**Placed cells, one color a class**

Scale bar: 20 um. Fill, decap, tap and diode cells in gray.
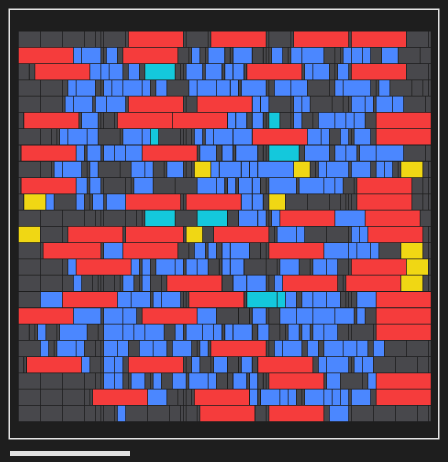
**Metal 1**

Supply wires on this layer in gray.
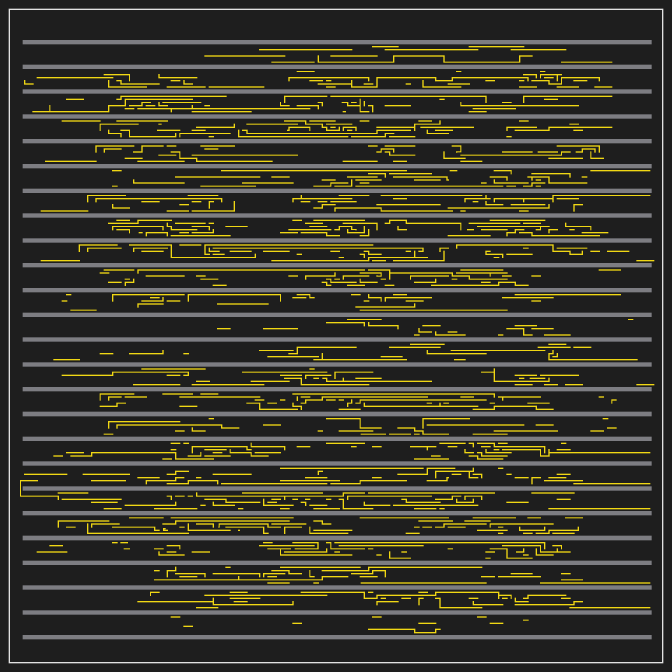
**Placement density heat map**

7 x 7 tiles, from white (low) to dark blue (high), 0 to 100% covered.
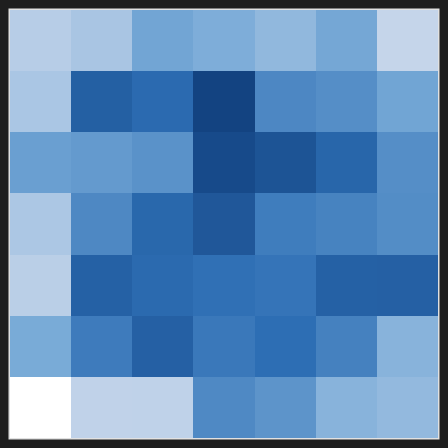
**I/O nets highlighted**

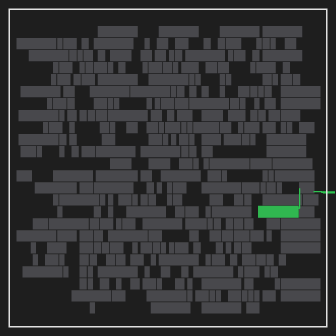
--- src/rtl/button_if.sv ---
// Button conditioner signal bundle: raw active-low pin in, clean level and strobes out.
interface button_if;
    logic btn_n;
    logic pressed;
    logic press_pulse;
    logic release_pulse;
    logic long_press;

    modport master (
        output btn_n,
        input  pressed, press_pulse, release_pulse, long_press
    );

    modport slave (
        input  btn_n,
        output pressed, press_pulse, release_pulse, long_press
    );
endinterface

--- src/rtl/button_conditioner.sv ---
// Synchronises and debounces an active-low push-button. Emits a held level plus
// single-cycle press, release and long-press strobes.
module button_conditioner #(
    parameter int DEBOUNCE_CYCLES   = 120000,
    parameter int LONG_PRESS_CYCLES = 12000000,
    parameter int CNT_W             = 24
) (
    input  logic     clk,
    input  logic     rst,
    button_if.slave  bus
);
    typedef enum logic [1:0] {REL, CHK_P, PRS, CHK_R} state_t;

    localparam logic [CNT_W-1:0] D_LAST = CNT_W'(DEBOUNCE_CYCLES - 1);
    localparam logic [CNT_W-1:0] L_SAT  = CNT_W'(LONG_PRESS_CYCLES);
    localparam logic [CNT_W-1:0] L_LAST = CNT_W'(LONG_PRESS_CYCLES - 1);

    state_t           state, state_nxt;
    logic [CNT_W-1:0] dcnt, dcnt_nxt;
    logic [CNT_W-1:0] hcnt, hcnt_nxt;
    logic [1:0]       sync_pipe;
    logic             sync_n;
    logic             held, held_nxt, long_nxt;
    logic             pressed_q, press_q, release_q, long_q;

    assign sync_n = sync_pipe[1];

    // Two-flop synchroniser; resets to the released level.
    always_ff @(posedge clk or posedge rst) begin
        if (rst) sync_pipe <= 2'b11;
        else     sync_pipe <= {sync_pipe[0], bus.btn_n};
    end

    always_comb begin
        state_nxt = state;
        dcnt_nxt  = dcnt;
        hcnt_nxt  = hcnt;
        case (state)
            REL: if (!sync_n) begin
                state_nxt = CHK_P;
                dcnt_nxt  = '0;
            end
            CHK_P: begin
                if (sync_n)              state_nxt = REL;
                else if (dcnt == D_LAST) state_nxt = PRS;
                else                     dcnt_nxt  = dcnt + CNT_W'(1);
            end
            PRS: if (sync_n) begin
                state_nxt = CHK_R;
                dcnt_nxt  = '0;
            end
            CHK_R: begin
                if (!sync_n)             state_nxt = PRS;
                else if (dcnt == D_LAST) state_nxt = REL;
                else                     dcnt_nxt  = dcnt + CNT_W'(1);
            end
            default: state_nxt = REL;
        endcase

        held     = (state == PRS) || (state == CHK_R);
        held_nxt = (state_nxt == PRS) || (state_nxt == CHK_R);

        if (held && hcnt != L_SAT)                 hcnt_nxt = hcnt + CNT_W'(1);
        if (state == CHK_P && state_nxt == PRS)    hcnt_nxt = '0;
        if (state_nxt == REL)                      hcnt_nxt = '0;

        // An accepted release on the same edge suppresses the long-press strobe.
        long_nxt = held && held_nxt && (hcnt == L_LAST);
    end

    always_ff @(posedge clk or posedge rst) begin
        if (rst) begin
            state     <= REL;
            dcnt      <= '0;
            hcnt      <= '0;
            pressed_q <= 1'b0;
            press_q   <= 1'b0;
            release_q <= 1'b0;
            long_q    <= 1'b0;
        end else begin
            state     <= state_nxt;
            dcnt      <= dcnt_nxt;
            hcnt      <= hcnt_nxt;
            pressed_q <= held_nxt;
            press_q   <= held_nxt & ~pressed_q;
            release_q <= ~held_nxt & pressed_q;
            long_q    <= long_nxt;
        end
    end

    assign bus.pressed       = pressed_q;
    assign bus.press_pulse   = press_q;
    assign bus.release_pulse = release_q;
    assign bus.long_press    = long_q;
endmodule

--- src/flat_wrapper.sv ---
// flat-port wrapper written by rule: the top's interface ports become plain ports
module button_conditioner_flat 
#(
    parameter int DEBOUNCE_CYCLES   = 120000,
    parameter int LONG_PRESS_CYCLES = 12000000,
    parameter int CNT_W             = 24
)
  (clk, rst, bus_btn_n, bus_pressed, bus_press_pulse, bus_release_pulse, bus_long_press);
  button_if bus_i ();
  input  logic clk;
  input  logic rst;
  input wire logic [$bits(bus_i.btn_n)-1:0] bus_btn_n;
  output wire logic [$bits(bus_i.pressed)-1:0] bus_pressed;
  output wire logic [$bits(bus_i.press_pulse)-1:0] bus_press_pulse;
  output wire logic [$bits(bus_i.release_pulse)-1:0] bus_release_pulse;
  output wire logic [$bits(bus_i.long_press)-1:0] bus_long_press;
  assign bus_i.btn_n = bus_btn_n;
  assign bus_pressed = bus_i.pressed;
  assign bus_press_pulse = bus_i.press_pulse;
  assign bus_release_pulse = bus_i.release_pulse;
  assign bus_long_press = bus_i.long_press;
  button_conditioner #(.DEBOUNCE_CYCLES(DEBOUNCE_CYCLES), .LONG_PRESS_CYCLES(LONG_PRESS_CYCLES), .CNT_W(CNT_W)) u_core (.clk(clk), .rst(rst), .bus(bus_i));
endmodule
--- config.mk ---
export PLATFORM = sky130hd
export DESIGN_NAME = button_conditioner_flat
export DESIGN_NICKNAME = d
export VERILOG_FILES = /design/src/rtl/button_if.sv /design/src/rtl/button_conditioner.sv /design/src/flat_wrapper.sv
export SDC_FILE = /design/constraint.sdc
export NUM_CORES = 1
export LEC_CHECK = 0
export ABC_AREA = 0
export CAP_MARGIN = 20
export CORE_UTILIZATION = 61
export DETAILED_ROUTE_END_ITERATION = 8
export PLACE_DENSITY = 0.79
export SETUP_SLACK_MARGIN = 0.02
export SLEW_MARGIN = 0
export SYNTH_ARGS = -nofsm -noshare
export SYNTH_HDL_FRONTEND = slang
export SYNTH_SLANG_ARGS = --single-unit
--- constraint.sdc ---
create_clock -name clk -period 3.5 [get_ports clk]
set_clock_uncertainty 0.1 [all_clocks]
set_input_delay 0.7 -clock clk [delete_from_list [all_inputs] [get_ports clk]]
set_output_delay 0.7 -clock clk [all_outputs]
set_load 0.01 [all_outputs]
==> impl_metrics.ini <==
; implementation run metrics
[placement]
dpl_worst_slack_ns = 0.802
port_buffers = 6
place_congestion = 0.857
place_inst = 361

[clock_tree]
clock_sinks = 56
cts_resized = 0
cts_tree = done

[die]
die_h_um = 71.5

[synthesis]
async_flop_share = 1.00
synth_nets = 319
syn_inst = 313
syn_area_sq_um = 2950
synth.distinct_cells = 46

[layout]
final_nets = 322

[power]
total_power_mw = 1.05
p_leak_nw = 1.26

[setup_path]
arrival_ns = 2.85

[routing]
dr.first_iter.drc_count = 190

[run_status]
status = complete, no violations

[timing]
final-setup-viol-count = 0

[run]
warning_count = 27

[grt]
grt_pass1_wl_um = 9700
Back to the opening pictures, 'placed cells, one color a class':
legend:
  blue:
    class: combinational and other logic
    cells: 243
  cyan:
    class: clock drivers and dummy loads
    cells: 8
  yellow:
    class: remaining buffers and delay cells
    cells: 10
  red:
    class: sequential cells
    cells: 56

Back to the opening pictures, 'metal 1':
longest straight run: 24.8 um
wire length on this layer: 2690 um
main direction: horizontal
nets with wire on the layer: 294
share of all routed wire: 48%

Back to the opening pictures, 'placement density heat map':
emptiest ninth of the die: lower left
nearly empty tiles: 2.0%
densest ninth of the die: center
Init Core Util: 0.654
core area: 4500 sq um
post-layout util: 0.688

Back to the opening pictures, 'I/O nets highlighted':
legend:
  green:
    port: bus_long_press
    bits: 1
    direction: output
    edge: right
    end_cells: 1
    buffers: 1
    wire: 7.60 um

## stage by stage
| step | utilization | hold slack, ns |
|---|---|---|
| floorplan | - | 0.245 |
| global placement | 0.670 | 0.250 |
| detailed placement | 0.670 | 0.252 |
| CTS | 0.688 | 0.266 |
| global route | 0.688 | 0.270 |
| finish | 0.688 | 0.266 |
## per-layer routing
metal  GRT usage  wire length, um
met2       0.382             2560
met3      0.0295              255
met1       0.348             2690
met4      0.0763               72
met5           0                0
## logic make-up (layout without fill, tap and decap cells)
group,Yosys count,count (layout),share of synthesized area
fa+ha+maj,4,4,0.0174
simple gates,160,160,0.281
flops,56,56,0.476
compound gates,31,31,0.0705
mux,5,5,0.0178
xor+xnor,31,31,0.0921
buf+inv,26,30,0.0446
## worst paths after layout
path | endpoint | depth (start not counted) | start | slack (ns)
min in group asynchronous | u_core.dcnt[20]$_DFFE_PP0P_ | 2 | rst | 0.62
setup / recovery | u_core.bus.long_press$_DFF_PP0_ | 5 | u_core.dcnt[8]$_DFFE_PP0P_ | 0.75
hold reg to reg | u_core.sync_pipe[1]$_DFF_PP1_ | 0 | u_core.sync_pipe[0]$_DFF_PP1_ | 0.27
setup reg to reg | u_core.bus.long_press$_DFF_PP0_ | 5 | u_core.dcnt[8]$_DFFE_PP0P_ | 0.75
max in group asynchronous | u_core.dcnt[2]$_DFFE_PP0P_ | 3 | rst | 2.02
hold / removal | u_core.sync_pipe[1]$_DFF_PP1_ | 0 | u_core.sync_pipe[0]$_DFF_PP1_ | 0.27
## worst max-delay path, stage by stage, from the launching register on
cell and delay (ns):
dfrtp_1 0.45, or4b_1 0.54, or4_4 0.45, nor4_2 0.42, mux2_2 0.43, nor4_1 0.27
## registers in the layout, summed over array words and instances, names as in the netlist
register,flops
u_core.bus.press_pulse,1
u_core.bus.pressed,1
u_core.state,2
u_core.bus.release_pulse,1
u_core.bus.long_press,1
u_core.dcnt,24
u_core.sync_pipe,2
u_core.hcnt,24
## synth_stat cells (4+ instances only)
cell type,count
nor3_1,18
nor4_1,5
nand4_1,8
or4_1,9
nor2_1,46
xor2_1,4
dfrtp_1,54
and4_1,5
nand2_1,31
xnor2_1,27
a21oi_1,8
nand3_1,15
inv_1,12
and3_1,5
clkbuf_1,10
o21ai_0,9
## report_power, final
| part | internal [mW] | switching (mW) |
|---|---|---|
| Clock | 0.141 | 0.199 |
| Sequential | 0.654 | 0.00951 |
| Combinational | 0.0136 | 0.0327 |
## final cells by class
type / instances / area, sq um / share of cell area
Clock buffer: 7 / 76.3 / 0.0246
Timing Repair Buffer: 10 / 90.1 / 0.0291
Tap cell: 52 / 65.1 / 0.0210
Multi-Input combinational cell: 231 / 1410 / 0.456
Clock inverter: 1 / 5.00 / 0.00162
Sequential cell: 56 / 1400 / 0.453
Inverter: 12 / 45.0 / 0.0145
## placed cells by master, fill, tap and decap left out, types with 6 or more instances in the layout
| cell | n |
|---|---|
| nand2_1 | 31 |
| dfrtp_1 | 54 |
| or4_1 | 9 |
| nor3_1 | 18 |
| a21oi_1 | 8 |
| clkdlybuf4s50_1 | 6 |
| xnor2_1 | 27 |
| nand4_1 | 8 |
| nor2_1 | 46 |
| o21ai_0 | 9 |
| nand3_1 | 15 |
| inv_1 | 11 |
